--- config.mk ---
export PLATFORM = sky130hd
export DESIGN_NAME = uart_tx_arb
export DESIGN_NICKNAME = d
export VERILOG_FILES = /design/src/rtl/uart_tx_arb.sv
export SDC_FILE = /design/constraint.sdc
export NUM_CORES = 1
export LEC_CHECK = 0
export CAP_MARGIN = 20
export CORE_AREA = 2 2 63 65
export DETAILED_ROUTE_END_ITERATION = 6
export DIE_AREA = 0 0 65 67
export GPL_TIMING_DRIVEN = 0
export PLACE_DENSITY = 0.6
export SLEW_MARGIN = 20
export SYNTH_ARGS = -nofsm -noshare
export SYNTH_HDL_FRONTEND = slang
export SYNTH_SLANG_ARGS = --single-unit
--- constraint.sdc ---
create_clock -name CLK -period 4.8 [get_ports CLK]
set_clock_uncertainty 0.1 [all_clocks]
set_input_delay 0.96 -clock CLK [delete_from_list [all_inputs] [get_ports CLK]]
set_output_delay 0.96 -clock CLK [all_outputs]
set_load 0.05 [all_outputs]
--- src/rtl/uart_tx_arb.sv ---
// uart_tx_arb: 4-way round-robin message arbiter in front of a UART TX FIFO.
// Define UART_ARB_TIMEOUT_EN to force release of an owner that stops sending.
module uart_tx_arb #(
    parameter int TIMEOUT_CYC = 255
) (
    input  logic        CLK,
    input  logic        RST,
    input  logic        EN,
    input  logic [3:0]  REQ,
    input  logic [3:0]  LAST,
    input  logic [31:0] DATA,
    input  logic        TXFIFO_FULL,
    output logic [3:0]  ACK,
    output logic [3:0]  GNT,
    output logic        WR_TX,
    output logic [7:0]  WRDATA,
    output logic        BUSY,
    output logic        TIMEOUT_IRQ
);

    typedef enum logic {
        IDLE = 1'b0,
        SEND = 1'b1
    } state_t;

    state_t     r_state;
    state_t     w_state_nxt;
    logic [3:0] r_gnt;
    logic [3:0] w_gnt_nxt;
    logic [1:0] r_ptr;
    logic [1:0] w_ptr_nxt;
    logic [1:0] r_own;
    logic [1:0] w_own_nxt;

    logic [1:0] w_sel;
    logic [1:0] w_idx;
    logic       w_found;
    logic       w_req_own;
    logic       w_last_own;
    logic [7:0] w_lane;
    logic       w_wr;
    logic       w_to;

    // First requester at or after the pointer, wrapping 3 -> 0.
    always_comb begin
        w_found = 1'b0;
        w_sel   = r_ptr;
        w_idx   = r_ptr;
        for (int k = 0; k < 4; k++) begin
            w_idx = r_ptr + 2'(k);
            if (!w_found && REQ[w_idx]) begin
                w_found = 1'b1;
                w_sel   = w_idx;
            end
        end
    end

    assign w_req_own  = REQ[r_own];
    assign w_last_own = LAST[r_own];
    assign w_lane     = DATA[{r_own, 3'b000} +: 8];

    assign w_wr = (r_state == SEND) && w_req_own && EN
                  && !TXFIFO_FULL && !RST;

    assign WR_TX  = w_wr;
    assign ACK    = w_wr ? r_gnt : 4'b0000;
    assign WRDATA = w_wr ? w_lane : 8'h00;
    assign GNT    = r_gnt;
    assign BUSY   = (r_state == SEND);

`ifdef UART_ARB_TIMEOUT_EN
    logic [7:0] r_cnt;
    logic [7:0] w_cnt_nxt;
    logic       r_irq;

    // Counts only cycles where the owner is enabled but has nothing to send.
    always_comb begin
        w_cnt_nxt = r_cnt;
        w_to      = 1'b0;
        if (r_state == IDLE) begin
            w_cnt_nxt = 8'd0;
        end else if (w_wr || TXFIFO_FULL) begin
            w_cnt_nxt = 8'd0;
        end else if (!w_req_own && EN) begin
            if (r_cnt == 8'(TIMEOUT_CYC - 1)) begin
                w_to      = 1'b1;
                w_cnt_nxt = 8'd0;
            end else begin
                w_cnt_nxt = r_cnt + 8'd1;
            end
        end
    end

    always_ff @(posedge CLK) begin
        if (RST) begin
            r_cnt <= 8'd0;
            r_irq <= 1'b0;
        end else begin
            r_cnt <= w_cnt_nxt;
            r_irq <= w_to;
        end
    end

    assign TIMEOUT_IRQ = r_irq;
`else
    assign w_to        = 1'b0;
    assign TIMEOUT_IRQ = 1'b0;
`endif

    always_comb begin
        w_state_nxt = r_state;
        w_gnt_nxt   = r_gnt;
        w_ptr_nxt   = r_ptr;
        w_own_nxt   = r_own;
        unique case (r_state)
            IDLE: begin
                if (EN && w_found) begin
                    w_state_nxt = SEND;
                    w_gnt_nxt   = 4'b0001 << w_sel;
                    w_own_nxt   = w_sel;
                end
            end
            SEND: begin
                if ((w_wr && w_last_own) || w_to) begin
                    w_state_nxt = IDLE;
                    w_gnt_nxt   = 4'b0000;
                    w_ptr_nxt   = r_own + 2'd1;
                end
            end
        endcase
    end

    always_ff @(posedge CLK) begin
        if (RST) begin
            r_state <= IDLE;
            r_gnt   <= 4'b0000;
            r_ptr   <= 2'd0;
            r_own   <= 2'd0;
        end else begin
            r_state <= w_state_nxt;
            r_gnt   <= w_gnt_nxt;
            r_ptr   <= w_ptr_nxt;
            r_own   <= w_own_nxt;
        end
    end

endmodule

==> flow_summary.yaml, run 1 <==
# yosys + openroad results
run_status:
  status: "finished, final reports clean"
finish:
  n_fill_cell: 343
  final_layout_size_suffix_gt1_share_pct: 16.6
  lay_top_count: "clkdlybuf4s50_1"
place:
  detailed_place.area_um2: 1550
  dp_hpwl_mm: 2.47
  io_buffer_count: 59
  routabilityCongestion: 0.791
timing:
  slew-limit-headroom_pct: 64.0
  setup-violations-final: 0
  final-max-slew-violation-count: 0
floorplanning:
  io_count: 63
  floorplan.die_area_um2: 4360
routing:
  routed_wire_length_mm: 3.05
  post_drt_via_cell_ratio: 4.98
  drt_drc_violations_left: 0
  drt-initial-drc-count: 32
yosys:
  yosys-stat-area_um2: 897
  synth_cell_type_count: 37
  ys_cells: 88
cts:
  tritoncts: "yes"
  clkTransAtPathRegs_ns: 0.04
  holdBufCountCts: 0
  h-tree-depth: 1
global_routing:
  grt_pass1_wl_mm: 4.55
  grt_antenna_before_repair: 0
worst_hold_path:
  worst_hold_path_type: "flop to flop"
power:
  seq_pwr_share_pct: 29.8
  pwr_density_cell_nw_per_um2: 170
worst_setup_path:
  setup.reg_to_reg.worst_slack_ns: 2.98
  timing.critical_path.required_ns: 3.74
  startpoint_type: "primary input"
  crit_family: "buffers and inverters"
==> run 1: synthesized netlist by cell type, drive strengths merged <==
library cell / n / area (um2)
a32o: 4 / 45.0
clkbuf: 4 / 15.0
o211ai: 1 / 7.51
a21oi: 5 / 25.0
a311oi: 1 / 15.0
and2: 1 / 6.26
and4bb: 1 / 12.5
nor2: 4 / 15.0
nor3: 1 / 5.00
a221oi: 2 / 23.8
o41ai: 1 / 8.76
o21a: 1 / 7.51
o211a: 1 / 10.0
buf: 5 / 40.0
and4b: 1 / 13.8
mux4: 10 / 236
nand3: 1 / 5.00
a211oi: 2 / 27.5
nand2: 4 / 15.0
o21ai: 2 / 10.0
dfxtp: 9 / 180
nand2b: 2 / 12.5
or4: 1 / 7.51
nor2b: 4 / 25.0
o21bai: 1 / 7.51
or3: 1 / 6.26
conb: 1 / 3.75
o2111ai: 1 / 8.76
inv: 2 / 7.51
mux2: 1 / 11.3
nor3b: 1 / 7.51
and3: 12 / 75.1
==> run 1: how the worst max path moves through the flow <==
stage | to | slack, ns | cells past startpoint
floorplan | WRDATA[0] | 1.57 | 4
global placement | WRDATA[3] | 0.55 | 5
detailed placement | WRDATA[3] | 0.50 | 5
CTS | WRDATA[3] | 0.47 | 5
global route | WRDATA[3] | 0.35 | 5
finish | WRDATA[3] | 0.52 | 5
==> run 1: through the flow <==
stage / worst slack (ns) / power (mW)
2_1_floorplan: 1.57 / 0.132
3_3_place_gp: 0.546 / 0.180
3_5_place_dp: 0.503 / 0.181
4_1_cts: 0.472 / 0.272
5_1_grt: 0.346 / 0.282
6_report: 0.519 / 0.271
==> run 1: cells by family (layout without fill, tap and decap cells) <==
group | Yosys count | in the layout | share of synthesized area [%]
buf+inv | 11 | 74 | 6.97
simple gates | 34 | 34 | 23.0
flops | 9 | 9 | 20.1
compound gates | 22 | 22 | 21.9
other cells | 1 | 1 | 0.418
mux | 11 | 11 | 27.6
==> run 1: power groups by stage <==
| stage | combinational (mW) | clock (mW) | sequential, mW |
|---|---|---|---|
| 5_1_grt | 0.106 | 0.0949 | 0.0812 |
| 3_5_place_dp | 0.0988 | 0 | 0.0823 |
| 6_report | 0.0991 | 0.0914 | 0.0809 |
| 4_1_cts | 0.0998 | 0.0909 | 0.0809 |
| 3_3_place_gp | 0.0979 | 0 | 0.0822 |
| 2_1_floorplan | 0.0433 | 0 | 0.0889 |
==> run 1: state kept, by name (all words and copies together) (netlist names) <==
register	cells
GNT	4
r_own	2
r_ptr	2
BUSY	1
==> run 1: area by class of cell <==
cell class / count / area (um2) / share of cell area, %
well taps: 48 / 60.1 / 3.77
flip-flops and latches: 9 / 180 / 11.3
repair buffers: 59 / 591 / 37.1
inverters: 2 / 7.51 / 0.471
clock buffers: 4 / 45.0 / 2.83
plain buffers: 9 / 55.1 / 3.46
multi-input cells: 68 / 654 / 41.1
==> run 1: worst reg2reg max path, stage by stage (launching register included) <==
cell and delay [ns]:
dfxtp_1 0.32, buf_6 0.12, mux4_2 0.55, and4b_4 0.22, a211oi_4 0.28, a32o_2 0.17
==> run 1: layer usage <==
metal  global-route usage (%)  share of wire (%)
met5                        0                  0
met1                     16.1                 42
met4                     3.99               0.95
met3                     5.57                 12
met2                     23.1                 45
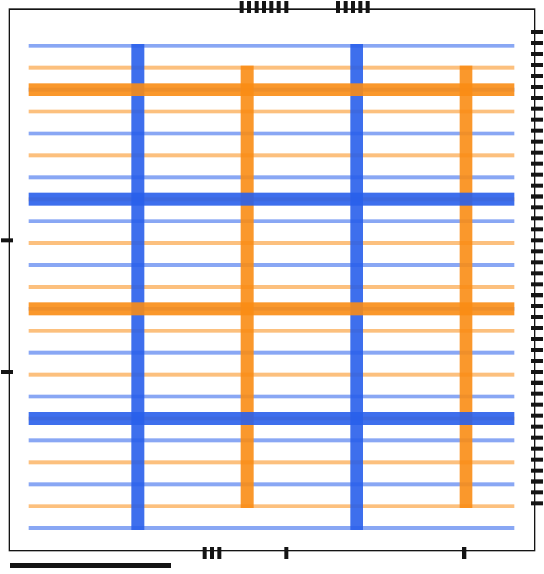
**Above:** run 1 (floorplan with the power grid).
Scale bar: 20 um. Pins as bars on the die edge.
legend:
  VDD:
    color: orange
  VSS:
    color: blue
met1 rails: 23
met4 straps: 4
met5 straps: 4
rows: 22

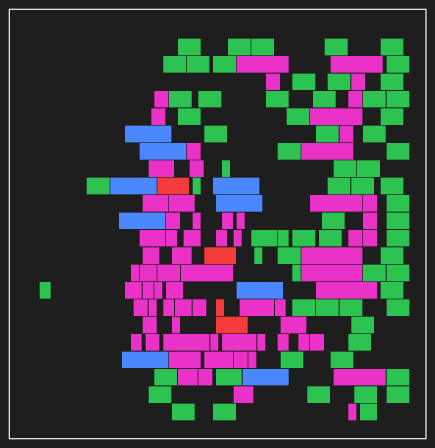
**Above:** run 1 (cells colored by class).
legend:
  all other logic:
    color: magenta
    cells: 70
  flip-flops:
    color: blue
    cells: 9
  other buffers and delay cells:
    color: green
    cells: 68
  clock drivers and dummy loads:
    color: red
    cells: 4

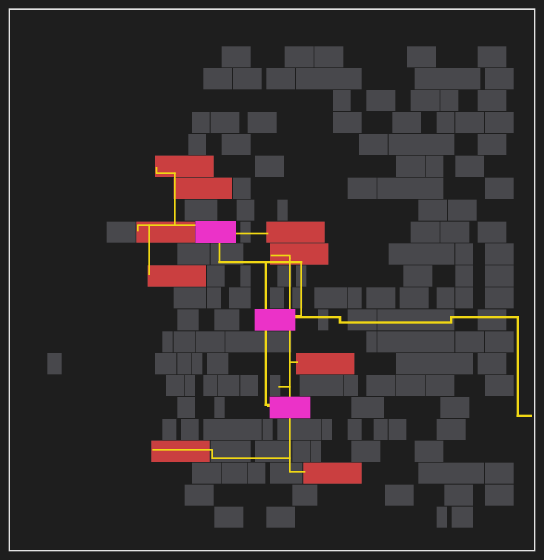
**Above:** run 1 (routed clock nets over the placement).
legend:
  cells driving clock nets:
    color: magenta
    count: 3
  clock wires:
    color: yellow
    length: 177 um
  flip-flops:
    color: red
    count: 9
routed clock nets: 4

**Run 1: routed metal, one color a layer**

Scale bar: 20 um.
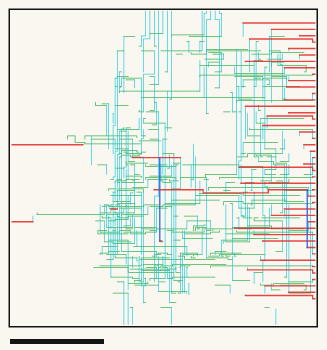

==> run 2: changes to the inputs <==
CORE_AREA = 2 2 53 55   (was 2 2 63 65)
DIE_AREA = 0 0 55 57   (was 0 0 65 67)
PLACE_DENSITY = 0.81   (was 0.6)
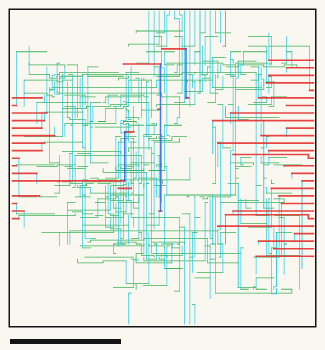
**Above:** run 2 (routed metal, one color a layer).
Scale bar: 20 um.
legend:
  met4:
    color: blue
    wire_length: 44.2 um
  met2:
    color: cyan
    wire_length: 1,440 um
  met3:
    color: red
    wire_length: 335 um
  met1:
    color: green
    wire_length: 1,090 um

==> run 2 against run 1 <==
Net effect: final cell count shrank 8.5%; first-iteration DRC count shrank 31%; critical path depth did not move; sequential share of layout area grew 0.29 points; non-clock buffer count is the same; cell area shrank 2.5%; combinational power fell by 0.5%.
==> flow_summary.yaml, run 2 <==
# yosys + openroad results
yosys:
  post_synth_most_frequent_cells: "12 x and3_1, 9 x dfxtp_1, 7 x mux4_2"
  netlist.area_leader.share_pct: 20.1
  synth-simple-area-share_pct: 23.0
  ys_cells: 88
  synth-edff-count: 0
  share_of_flip_flops_with_an_asynchronous_set_or_reset_pct: 0
  yosys-stat-area_um2: 897
  multiplexer_fraction_of_the_synthesized_cell_area_pct: 27.6
  synthAoiAreaFrac_pct: 21.9
  post_synth_main_logic_family: "multiplexers"
routing:
  drt_drc_violations_left: 0
  drt-initial-drc-count: 22
global_routing:
  grt_antenna_before_repair: 0
  grt_pass1_wl_mm: 4.45
finish:
  n_fill_cell: 234
cts:
  clkTransAtPathRegs_ns: 0.06
  tritoncts: "yes"
  holdBufCountCts: 0
timing:
  final-max-slew-violation-count: 0
worst_setup_path:
  timing.critical_path.required_ns: 3.74
  startpoint_type: "primary input"
power:
  seq_pwr_share_pct: 33.4
  pwr_density_cell_nw_per_um2: 156
place:
  detailedPlace.worstSlack_ns: 0.508
  detailed_place.area_um2: 1530
run_status:
  status: "finished, final reports clean"
run 2: cell families (layout without fill, tap and decap cells):
logic type	count (synthesis)	in the layout
AOI/OAI and AO/OA	22	22
buffers and inverters	11	74
muxes	11	11
other	1	1
and+or+nand+nor	34	34
DFF	9	9
run 2: metrics by stage:
stage | hold WS [ns] | utilization [%] | total power, mW
5_1_grt | 0.438 | 59.4 | 0.252
4_1_cts | 0.412 | 59.4 | 0.243
3_3_place_gp | 0.390 | 58.4 | 0.178
6_report | 0.411 | 59.4 | 0.242
3_5_place_dp | 0.391 | 58.4 | 0.181
2_1_floorplan | 0.412 | - | 0.132
run 2: worst max-delay path by stage:
stage / from / endpoint / slack, ns / cells past startpoint
3_3_place_gp: REQ[3] / ACK[2] / 0.57 / 5
3_5_place_dp: REQ[3] / WRDATA[0] / 0.51 / 5
6_report: REQ[3] / WRDATA[5] / 0.52 / 5
2_1_floorplan: RST / WRDATA[0] / 1.57 / 4
5_1_grt: REQ[3] / WRDATA[0] / 0.41 / 5
4_1_cts: REQ[3] / WRDATA[0] / 0.52 / 5
run 2: final cells by class:
type                    count  share of cell area [%]
well taps                  31                    2.50
flip-flops and latches      9                    11.6
clock buffers               4                    1.69
inverters                   2                   0.483
multi-input cells          68                    42.1
repair buffers             59                    38.0
plain buffers               9                    3.55
run 2: worst max-delay path: cells and delay by family:
| kind | cells | cell delay [ns] |
|---|---|---|
| and+or+nand+nor | 1 | 0.22 |
| muxes | 1 | 0.33 |
| buffers and inverters | 3 | 1.71 |
run 2: power groups by stage:
stage	Clock [mW]	Sequential [mW]	Combinational, mW
floorplan	0	0.0889	0.0433
global placement	0	0.0824	0.0959
detailed placement	0	0.0824	0.0985
CTS	0.0631	0.0808	0.0988
global route	0.0656	0.0813	0.105
finish	0.0627	0.0808	0.0986
run 2: routing by layer:
metal  wire [um]  global-route usage, %
met1        1090                   22.0
met2        1440                   32.3
met3         335                   5.76
met4          44                   7.67
met5           0                      0
Power and IR drop assume default switching activity.
